==> config.mk <==
export PLATFORM = sky130hd
export DESIGN_NAME = rs_encoder
export DESIGN_NICKNAME = d
export VERILOG_FILES = /design/src/rtl/rs_pkg.sv /design/src/rtl/gf8_mul.sv /design/src/rtl/rs_encoder.sv
export SDC_FILE = /design/constraint.sdc
export NUM_CORES = 1
export LEC_CHECK = 0
export CORE_ASPECT_RATIO = 1.2
export CORE_MARGIN = 1.5
export CORE_UTILIZATION = 47
export DETAILED_ROUTE_END_ITERATION = 8
export PLACE_DENSITY = 0.75
export SETUP_SLACK_MARGIN = 0.4
export SLEW_MARGIN = 10
export SYNTH_ARGS = -nofsm -noshare
export SYNTH_HDL_FRONTEND = slang
export SYNTH_SLANG_ARGS = --single-unit
==> constraint.sdc <==
create_clock -name clk -period 2 [get_ports clk]
set_input_delay 0.2 -clock clk [delete_from_list [all_inputs] [get_ports clk]]
set_output_delay 0.2 -clock clk [all_outputs]
set_load 0.01 [all_outputs]
==> src/rtl/rs_pkg.sv <==
`default_nettype none
// ============================================================================
//  Module      : rs_pkg
//  Description : Shared constants and types for the RS(7,3) codec over GF(8).
//                Field is GF(2^3) with primitive polynomial x^3+x+1, polynomial
//                basis, alpha = 3'b010. Generator polynomial
//                g(x) = x^4 + a^3 x^3 + x^2 + a x + a^3 (roots a^1..a^4).
//  Revision    : 1.0 - initial release
// ============================================================================
package rs_pkg;

    localparam int RS_M    = 3;             // bits per symbol
    localparam int RS_N    = 7;             // codeword length in symbols
    localparam int RS_K    = 3;             // message length in symbols
    localparam int RS_NPAR = RS_N - RS_K;   // parity symbols

    localparam int MSG_W   = RS_K * RS_M;   // packed message width
    localparam int CW_W    = RS_N * RS_M;   // packed codeword width

    localparam logic [RS_M:0] PRIM_POLY = 4'b1011;

    typedef logic [RS_M-1:0] gf_sym_t;

    // Generator coefficients, lowest degree first.
    localparam gf_sym_t G0 = 3'b011;
    localparam gf_sym_t G1 = 3'b010;
    localparam gf_sym_t G2 = 3'b001;
    localparam gf_sym_t G3 = 3'b011;

    typedef enum logic [1:0] {
        IDLE   = 2'd0,
        ENCODE = 2'd1,
        DONE   = 2'd2
    } enc_state_t;

endpackage : rs_pkg
`default_nettype wire

==> src/rtl/gf8_mul.sv <==
`default_nettype none
// ============================================================================
//  Module      : gf8_mul
//  Description : Combinational GF(2^3) multiplier, polynomial basis, reduced
//                modulo PRIM_POLY.
//  Ports       : a, b  - operands
//                p     - product a*b in GF(8)
//  Revision    : 1.0 - initial release
// ============================================================================
module gf8_mul
    import rs_pkg::*;
(
    input  logic [RS_M-1:0] a,
    input  logic [RS_M-1:0] b,
    output logic [RS_M-1:0] p
);

    // Carry-less product has degree up to 2*(RS_M-1).
    logic [2*RS_M-2:0] w_prod;

    always_comb begin
        w_prod = '0;
        for (int i = 0; i < RS_M; i++) begin
            if (b[i]) begin
                w_prod = w_prod ^ ({{(RS_M-1){1'b0}}, a} << i);
            end
        end
        // Fold the high-order terms back in, top bit first, so each
        // reduction step can only affect lower bits still to be examined.
        for (int i = 2*RS_M-2; i >= RS_M; i--) begin
            if (w_prod[i]) begin
                w_prod = w_prod ^ ({{(RS_M-2){1'b0}}, PRIM_POLY} << (i - RS_M));
            end
        end
    end

    assign p = w_prod[RS_M-1:0];

endmodule : gf8_mul
`default_nettype wire

==> src/rtl/rs_encoder.sv <==
`default_nettype none
// ============================================================================
//  Module      : rs_encoder
//  Description : Systematic RS(7,3) encoder over GF(8). Accepts a 3-symbol
//                message, runs a symbol-serial parity LFSR for 3 cycles and
//                presents the 7-symbol codeword {msg, p3, p2, p1, p0}.
//  Ports       : clk        - rising-edge clock
//                reset      - asynchronous active-low reset
//                enable     - 0 freezes all state and blocks handshakes
//                msg_data   - message, [8:6] is the first symbol
//                msg_valid  - message offered
//                msg_ready  - encoder accepts a message this cycle
//                cw_data    - codeword, [20:18] is the first symbol
//                cw_valid   - codeword valid, held until accepted
//                cw_ready   - downstream accepts the codeword
//  Revision    : 1.0 - initial release
// ============================================================================
module rs_encoder
    import rs_pkg::*;
(
    input  logic             clk,
    input  logic             reset,
    input  logic             enable,
    input  logic [MSG_W-1:0] msg_data,
    input  logic             msg_valid,
    output logic             msg_ready,
    output logic [CW_W-1:0]  cw_data,
    output logic             cw_valid,
    input  logic             cw_ready
);

    enc_state_t       r_state;
    logic [MSG_W-1:0] r_msg;
    gf_sym_t          r_p0, r_p1, r_p2, r_p3;
    logic [1:0]       r_cnt;
    logic [CW_W-1:0]  r_cw_data;
    logic             r_cw_valid;

    gf_sym_t w_sym, w_fb;
    gf_sym_t w_fb_g0, w_fb_g1, w_fb_g2, w_fb_g3;
    gf_sym_t w_p0_nxt, w_p1_nxt, w_p2_nxt, w_p3_nxt;
    logic    w_msg_hs;

    // Gating with reset keeps msg_ready low for the whole reset window.
    assign msg_ready = reset & enable &
                       ((r_state == IDLE) | ((r_state == DONE) & cw_ready));
    assign w_msg_hs  = msg_ready & msg_valid;

    // Highest-degree symbol is fed first.
    always_comb begin
        case (r_cnt)
            2'd0:    w_sym = r_msg[2*RS_M +: RS_M];
            2'd1:    w_sym = r_msg[1*RS_M +: RS_M];
            default: w_sym = r_msg[0*RS_M +: RS_M];
        endcase
    end

    assign w_fb = w_sym ^ r_p3;

    gf8_mul u_mul_g0 (.a(w_fb), .b(G0), .p(w_fb_g0));
    gf8_mul u_mul_g1 (.a(w_fb), .b(G1), .p(w_fb_g1));
    gf8_mul u_mul_g2 (.a(w_fb), .b(G2), .p(w_fb_g2));
    gf8_mul u_mul_g3 (.a(w_fb), .b(G3), .p(w_fb_g3));

    assign w_p3_nxt = r_p2 ^ w_fb_g3;
    assign w_p2_nxt = r_p1 ^ w_fb_g2;
    assign w_p1_nxt = r_p0 ^ w_fb_g1;
    assign w_p0_nxt = w_fb_g0;

    always_ff @(posedge clk or negedge reset) begin
        if (!reset) begin
            r_state    <= IDLE;
            r_msg      <= '0;
            r_p0       <= '0;
            r_p1       <= '0;
            r_p2       <= '0;
            r_p3       <= '0;
            r_cnt      <= '0;
            r_cw_data  <= '0;
            r_cw_valid <= 1'b0;
        end else if (enable) begin
            case (r_state)
                IDLE: begin
                    if (w_msg_hs) begin
                        r_msg   <= msg_data;
                        r_p0    <= '0;
                        r_p1    <= '0;
                        r_p2    <= '0;
                        r_p3    <= '0;
                        r_cnt   <= '0;
                        r_state <= ENCODE;
                    end
                end
                ENCODE: begin
                    r_p0  <= w_p0_nxt;
                    r_p1  <= w_p1_nxt;
                    r_p2  <= w_p2_nxt;
                    r_p3  <= w_p3_nxt;
                    r_cnt <= r_cnt + 2'd1;
                    if (r_cnt == 2'd2) begin
                        // Codeword uses the parity produced by this last step.
                        r_cw_data  <= {r_msg, w_p3_nxt, w_p2_nxt, w_p1_nxt, w_p0_nxt};
                        r_cw_valid <= 1'b1;
                        r_cnt      <= '0;
                        r_state    <= DONE;
                    end
                end
                DONE: begin
                    if (cw_ready) begin
                        r_cw_valid <= 1'b0;
                        if (w_msg_hs) begin
                            r_msg   <= msg_data;
                            r_p0    <= '0;
                            r_p1    <= '0;
                            r_p2    <= '0;
                            r_p3    <= '0;
                            r_cnt   <= '0;
                            r_state <= ENCODE;
                        end else begin
                            r_state <= IDLE;
                        end
                    end
                end
                default: begin
                    r_state <= IDLE;
                end
            endcase
        end
    end

    assign cw_data  = r_cw_data;
    assign cw_valid = r_cw_valid;

endmodule : rs_encoder
`default_nettype wire
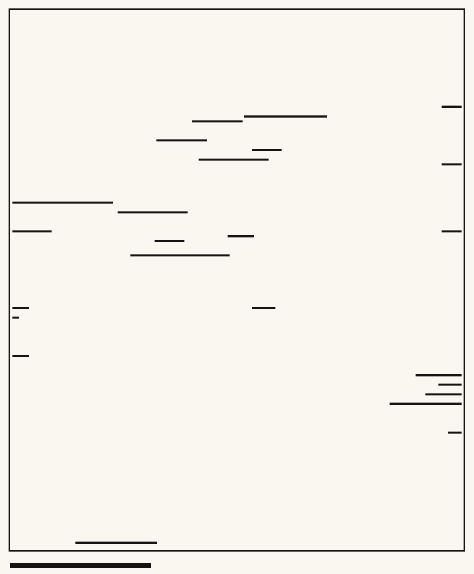
*Met3 routing*
The bar under the picture is 20 µm long.
share of all routed wire: 3.4%
wire length on this layer: 141 µm
main direction: horizontal
nets with wire on the layer: 20

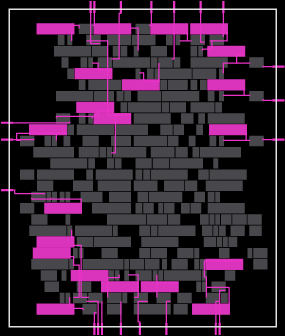
*Port wiring*
legend:
  magenta:
    port: `cw_data`
    bits: 21
    direction: output
    edge: 8 bottom, 7 top, 3 left, 3 right
    end_cells: 21
    buffers: 21
    wire: 403 µm

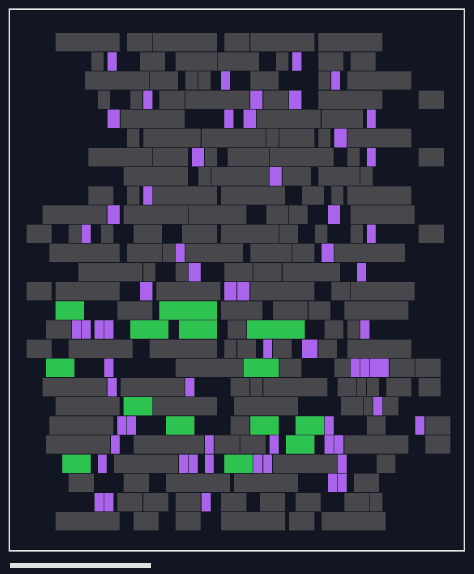
*Selected gate families*
The bar under the picture is 20 µm long.
legend:
  purple:
    family: nand cells
    cells: 62
  green:
    family: mux cells
    cells: 14

==> flow_metrics.env <==
# yosys + openroad results
export IMPL_status="complete, no violations"
export IMPL_cts_hold_buf=0
export IMPL_r2r_setup_slack_ns=0.18
export IMPL_boundaryPins=37
export IMPL_combinationalPower_uw=3580
export IMPL_chipWidth_um=64.4
export IMPL_crit_chain="mux2_4 -> mux2i_4 -> xor2_2 -> xnor3_1 -> o21ai_1"
export IMPL_inverters=1
export IMPL_comb_cells=130
export IMPL_use_met3_pct=2.64
export IMPL_final_setup_skew_ns=0.00713
export IMPL_htree_num_levels=2
export IMPL_root_buffer="clkbuf_8"
export IMPL_final_cell_mix="nand2_1, dfrtp_1, clkdlybuf4s50_1"
export IMPL_simple_gate_share_pct=13.8
export IMPL_fmax_mhz=550
export IMPL_ys_top_logic_family="simple AND/OR/NAND/NOR gates"
export IMPL_buf_share_pct=17.7
export IMPL_powerDensity_mw_per_mm2=2070
export IMPL_antenna_found_initial=0
export IMPL_compound_area_share_pct=7.36
export IMPL_power_frac_comb_pct=60.8
export IMPL_p_seq_uw=1740
export IMPL_routed_wl_um=4210
export IMPL_maxPowerGroup="combinational cells"
export IMPL_dp_slack_ns=0.00640
export IMPL_hold_path_class="input port to async pin"
export IMPL_crit_start="r_cnt[0]$_DFFE_PN0P_"
export IMPL_placedCellCount=276
export IMPL_post_drt_wl_per_cell_um=14.3
export IMPL_synth_cells=190
export IMPL_crit_fanout=3
export IMPL_drt_iter0_markers=36
export IMPL_grt_pass1_wl_um=7110
export IMPL_syn_area_mm2=0.00212
export IMPL_yosysChipArea_mm2=0.00212
export IMPL_area_growth_synth_to_final_pct=34.0
## worst min-delay path by stage
stage           from                       to  slack [ns]  depth (start not counted)
2_1_floorplan  reset   cw_data[0]$_DFFE_PN0P_        -0.1                          0
3_3_place_gp   reset  cw_data[13]$_DFFE_PN0P_        0.36                          2
3_5_place_dp   reset  cw_data[12]$_DFFE_PN0P_        0.35                          2
4_1_cts        reset   r_state[0]$_DFFE_PN0P_        0.04                          2
5_1_grt        reset  cw_data[18]$_DFFE_PN0P_        0.06                          2
6_report       reset  cw_data[13]$_DFFE_PN0P_       0.006                          2
## logic make-up after synthesis
| logic type | count (synthesis) |
|---|---|
| simple gates | 68 |
| buf+inv | 13 |
| mux | 14 |
| flops | 47 |
| compound gates | 30 |
| xor+xnor | 18 |
